$ cat src/rtl/game_command_gen_pkg.sv
// Shared types for the game command generator.
//   opcode_e         : commands handed to the game plate through the opcode FIFO.
//   game_cmd_state_e : sequencing states of game_command_gen.
package tetris;

  // eNew must stay at encoding 0: the FIFO storage resets to zero, so the
  // head reads eNew while reset is held.
  typedef enum logic [2:0] {
    eNew       = 3'd0,
    eMoveLeft  = 3'd1,
    eMoveRight = 3'd2,
    eMoveDown  = 3'd3,
    eRotate    = 3'd4,
    eCommit    = 3'd5,
    eCheck     = 3'd6
  } opcode_e;

  typedef enum logic [2:0] {
    eIdle       = 3'd0,
    eRun        = 3'd1,
    eLandCommit = 3'd2,
    eLandCheck  = 3'd3,
    eLandNew    = 3'd4,
    eHalt       = 3'd5
  } game_cmd_state_e;

endpackage

$ cat src/rtl/game_command_gen_opcode_fifo.sv
// opcode_fifo: first-word fall-through FIFO with a registered occupancy count.
//   clk_i, reset_n_i : clock, async active-low reset (storage cleared to 0)
//   flush_i          : drop all entries; wins over push and pop
//   push_i, data_i   : write, ignored while full
//   pop_i            : read, ignored while empty
//   data_o           : current head (valid while empty_o = 0)
//   full_o, empty_o  : decoded from the registered count
module opcode_fifo #(
  parameter int width_p = 3,
  parameter int depth_p = 4
) (
  input  logic               clk_i,
  input  logic               reset_n_i,
  input  logic               flush_i,
  input  logic               push_i,
  input  logic [width_p-1:0] data_i,
  input  logic               pop_i,
  output logic [width_p-1:0] data_o,
  output logic               full_o,
  output logic               empty_o
);

  localparam int aw = $clog2(depth_p);
  localparam int cw = aw + 1;

  logic [width_p-1:0] mem [depth_p];
  logic [aw-1:0]      wr_ptr, rd_ptr;
  logic [cw-1:0]      count;
  logic               do_push, do_pop;

  assign full_o  = (count == cw'(depth_p));
  assign empty_o = (count == '0);
  assign do_push = push_i && !full_o && !flush_i;
  assign do_pop  = pop_i && !empty_o && !flush_i;
  assign data_o  = mem[rd_ptr];

  always_ff @(posedge clk_i or negedge reset_n_i) begin
    if (!reset_n_i) begin
      mem <= '{default: '0};
    end else if (do_push) begin
      mem[wr_ptr] <= data_i;
    end
  end

  // Pointers wrap naturally since depth_p is a power of two.
  always_ff @(posedge clk_i or negedge reset_n_i) begin
    if (!reset_n_i) begin
      wr_ptr <= '0;
      rd_ptr <= '0;
      count  <= '0;
    end else if (flush_i) begin
      wr_ptr <= '0;
      rd_ptr <= '0;
      count  <= '0;
    end else begin
      if (do_push) wr_ptr <= wr_ptr + aw'(1);
      if (do_pop)  rd_ptr <= rd_ptr + aw'(1);
      case ({do_push, do_pop})
        2'b10:   count <= count + cw'(1);
        2'b01:   count <= count - cw'(1);
        default: count <= count;
      endcase
    end
  end

endmodule

$ cat src/rtl/game_command_gen.sv
// game_command_gen: turns buttons, gravity and plate events into an opcode stream.
//   clk_i, reset_n_i         : clock, async active-low reset
//   start_i                  : start a game (from idle or halted)
//   btn_*_i                  : raw asynchronous push buttons
//   landed_i                 : tile landed -> commit / check / new sequence
//   lose_i                   : game lost; flushes everything and halts
//   opcode_o, opcode_empty_o : FIFO head and empty flag
//   opcode_read_i            : pop request from the plate
//   running_o                : high in eRun
module game_command_gen
  import tetris::*;
#(
  parameter int gravity_period_p = 50000000,
  parameter int fifo_depth_p     = 4
) (
  input  logic    clk_i,
  input  logic    reset_n_i,
  input  logic    start_i,
  input  logic    btn_left_i,
  input  logic    btn_right_i,
  input  logic    btn_down_i,
  input  logic    btn_rotate_i,
  input  logic    landed_i,
  input  logic    lose_i,
  output opcode_e opcode_o,
  input  logic    opcode_read_i,
  output logic    opcode_empty_o,
  output logic    running_o
);

  localparam int grav_w = $clog2(gravity_period_p);
  localparam int op_w   = $bits(opcode_e);

  game_cmd_state_e state, state_n;

  // Button vectors, bit order: [3] rotate, [2] left, [1] right, [0] down.
  // The order doubles as push priority (highest bit wins).
  logic [3:0] btn_raw, sync_q1, sync_q2, btn_prev, btn_rise;
  logic [3:0] pend, pend_set, pend_clr;

  logic [grav_w-1:0] grav_cnt;
  logic              grav_hit, enter_run;

  logic              push, fifo_full;
  opcode_e           push_op;
  logic [op_w-1:0]   head;

  assign btn_raw  = {btn_rotate_i, btn_left_i, btn_right_i, btn_down_i};
  assign btn_rise = sync_q2 & ~btn_prev;

  // sync_q1/sync_q2 form the synchronizer; btn_prev only feeds edge detect.
  always_ff @(posedge clk_i or negedge reset_n_i) begin
    if (!reset_n_i) begin
      sync_q1  <= '0;
      sync_q2  <= '0;
      btn_prev <= '0;
    end else begin
      sync_q1  <= btn_raw;
      sync_q2  <= sync_q1;
      btn_prev <= sync_q2;
    end
  end

  // Gravity and soft-drop share the down flag, so an expiry while down is
  // already pending is simply absorbed.
  assign grav_hit = (state == eRun) && (grav_cnt == grav_w'(gravity_period_p - 1));
  assign pend_set = (state == eHalt) ? 4'b0 : (btn_rise | {3'b000, grav_hit});

  // A flag being pushed this cycle clears even if a fresh edge arrives now:
  // that edge counts as a repeat while still pending.
  always_ff @(posedge clk_i or negedge reset_n_i) begin
    if (!reset_n_i)  pend <= '0;
    else if (lose_i) pend <= '0;
    else             pend <= (pend | pend_set) & ~pend_clr;
  end

  assign enter_run = (state_n == eRun) && (state != eRun);

  always_ff @(posedge clk_i or negedge reset_n_i) begin
    if (!reset_n_i)                 grav_cnt <= '0;
    else if (lose_i || enter_run)   grav_cnt <= '0;
    else if (grav_hit)              grav_cnt <= '0;
    else if (state == eRun)         grav_cnt <= grav_cnt + grav_w'(1);
  end

  always_ff @(posedge clk_i or negedge reset_n_i) begin
    if (!reset_n_i) state <= eIdle;
    else            state <= state_n;
  end

  always_comb begin
    state_n  = state;
    push     = 1'b0;
    push_op  = eNew;
    pend_clr = '0;
    if (lose_i) begin
      state_n = eHalt;
    end else begin
      case (state)
        eIdle, eHalt: begin
          if (start_i && !fifo_full) begin
            push    = 1'b1;
            push_op = eNew;
            state_n = eRun;
          end
        end
        eRun: begin
          // Landing wins over pending moves; they stay queued in the flags.
          if (landed_i) begin
            state_n = eLandCommit;
          end else if (!fifo_full) begin
            if (pend[3]) begin
              push = 1'b1; push_op = eRotate;    pend_clr[3] = 1'b1;
            end else if (pend[2]) begin
              push = 1'b1; push_op = eMoveLeft;  pend_clr[2] = 1'b1;
            end else if (pend[1]) begin
              push = 1'b1; push_op = eMoveRight; pend_clr[1] = 1'b1;
            end else if (pend[0]) begin
              push = 1'b1; push_op = eMoveDown;  pend_clr[0] = 1'b1;
            end
          end
        end
        eLandCommit: begin
          if (!fifo_full) begin
            push = 1'b1; push_op = eCommit; state_n = eLandCheck;
          end
        end
        eLandCheck: begin
          if (!fifo_full) begin
            push = 1'b1; push_op = eCheck; state_n = eLandNew;
          end
        end
        eLandNew: begin
          if (!fifo_full) begin
            push = 1'b1; push_op = eNew; state_n = eRun;
          end
        end
        default: state_n = eIdle;
      endcase
    end
  end

  opcode_fifo #(
    .width_p (op_w),
    .depth_p (fifo_depth_p)
  ) u_fifo (
    .clk_i     (clk_i),
    .reset_n_i (reset_n_i),
    .flush_i   (lose_i),
    .push_i    (push),
    .data_i    (push_op),
    .pop_i     (opcode_read_i),
    .data_o    (head),
    .full_o    (fifo_full),
    .empty_o   (opcode_empty_o)
  );

  assign opcode_o  = opcode_e'(head);
  assign running_o = (state == eRun);

endmodule

$ cat config.mk
export PLATFORM = sky130hd
export DESIGN_NAME = game_command_gen
export DESIGN_NICKNAME = d
export VERILOG_FILES = /design/src/rtl/game_command_gen_pkg.sv /design/src/rtl/game_command_gen_opcode_fifo.sv /design/src/rtl/game_command_gen.sv
export SDC_FILE = /design/constraint.sdc
export NUM_CORES = 1
export LEC_CHECK = 0
export ABC_AREA = 1
export CORE_ASPECT_RATIO = 0.8
export CORE_MARGIN = 2
export CORE_UTILIZATION = 56
export CTS_CLUSTER_DIAMETER = 40
export CTS_CLUSTER_SIZE = 20
export DETAILED_ROUTE_END_ITERATION = 8
export HOLD_SLACK_MARGIN = 0.02
export PLACE_DENSITY = 0.8
export SLEW_MARGIN = 5
export SYNTH_ARGS = -nofsm -noshare
export SYNTH_HDL_FRONTEND = slang
export SYNTH_SLANG_ARGS = --single-unit
$ cat constraint.sdc
create_clock -name clk_i -period 2.6 [get_ports clk_i]
set_input_delay 0.52 -clock clk_i [delete_from_list [all_inputs] [get_ports clk_i]]
set_output_delay 0.52 -clock clk_i [all_outputs]
set_load 0.1 [all_outputs]
The metal 1 layer:
Scale: 4 px per um. Supply wires on this layer in grey. Cells faint in the background.
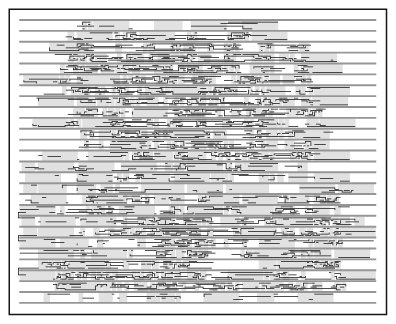
wire length on this layer	3830 um
longest straight run	23.9 um
aggregate routed wire length: 7880 um
global routing usage on met1: 37.3%

Local utilization:
Scale: 4 px per um. The die is cut into 9 by 8 equal tiles; dark blue is low, red is high, 0 to 100% covered.
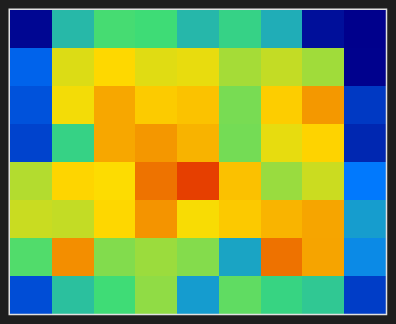
nearly empty tiles	4.2%
densest ninth of the die	middle
fullest tile	93%
Core Density at Floorplan: 57.4%
placeable core region: 6310 um2
utilization after layout: 65.0%

==> results.txt <==
Figures from the implementation reports.

- The half-perimeter wire length after placement is 5540 um.
- Ranked by total cell area, the synthesized netlist is headed by sky130_fd_sc_hd__dfrtp_1, sky130_fd_sc_hd__nand2_1, sky130_fd_sc_hd__nor2_1, sky130_fd_sc_hd__inv_1, sky130_fd_sc_hd__nand3_1.
- The longest clock path from root to sink contains 2 buffers.
- The share of total power dissipated in combinational logic is 25.5%.
- The combinational gate power reads 0.000754 W.
- The capturing element of the worst setup path is running_o.
- The cell count after synthesis came out at 480.
- The critical path start-end classification is reg -> out.
- The critical path required time is 2.08 ns.
- After synthesis, the most frequently instantiated cells are sky130_fd_sc_hd__nand2_1, sky130_fd_sc_hd__dfrtp_1, sky130_fd_sc_hd__nor2_1.
- The number of antenna violations at the first check in global routing is 0.
- The total of max-cap violations reads 0.
- The global routing report lists combined usage of all routing layers as 24.3%.
- Each instance of the synthesized netlist takes up on average 7.55 um2.
- The worst min-delay path category reads in -> async.
- The number of multi-input logic gates reads 358.
- The global routing report lists met3 layer usage as 5.57%.
- STA classifies the critical path endpoint as a primary output.
- The post-route worst setup slack is 0.368 ns.
- The total net switching power is 0.00104 W.
- The critical path depth in cells reads 5.
- The buffer count excluding the clock tree in the final layout is 17.
- The slack of the worst reg-to-reg path reads 0.50 ns.
- The Yosys chip area reads 3620 um2.
- The startpoint kind of the worst setup timing path reads a flop.
- The via count of the first global-routing pass is 3020.
- The main power-consuming group is registers.
- The most popular library cell in the synthesized design by count reads sky130_fd_sc_hd__nand2_1.
- The run finished with clean final reports.
- Entering global routing, the biggest net connects 42 pins.
- The leakage component of the power was reported as 1.96 nW.
- The cell area after placement is 3850 um2.
- The flow measured a signed area growth from synthesis to layout of 13.3%.
- The final worst hold slack is 0.161 ns.
- The count of flip-flops with a built-in enable after synthesis is 0.
- The number of buffer and inverter instances along the worst setup path reads 3.
- The endpoint of the most critical register-to-register path reads u_fifo.count[2].
- The overall die size recorded for this design is 7130 um2.
- The beginning of the worst register-to-register path is u_fifo.count[0].
- The power consumption reads 0.00296 W.
- After detailed routing, no signal wire sits above met4.
- The clock network latency to the later pin of the worst-skew pair reads 0.35 ns.
- After Yosys synthesis, AND-OR and OR-AND compound gates account for 6.80% of the synthesized area.
I/O nets highlighted:
Scale: 3 px per um.
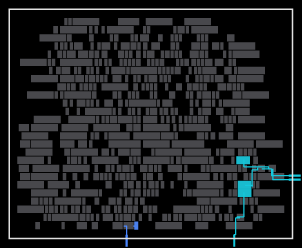
colour	port	bits	direction	end cells	wire
cyan	`opcode_o`	3	output	3	61.2 um
blue	`opcode_read_i`	1	input	1	5.00 um
number of top-level pins: 15
IO buf count: 14

Placement by cell class:
Scale: 4 px per um.
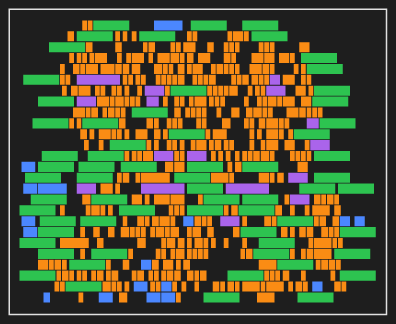
colour	class	cells	share of their area
purple	clock drivers and dummy loads	16	6.3%
orange	remaining logic cells	406	49%
green	registers	64	40%
blue	remaining buffers and delay cells	17	4.3%
flop share of the area: 39.0%
final standard cell area without fillers: 4100 um2
number of placement rows: 26

Power and IR drop assume default switching activity.
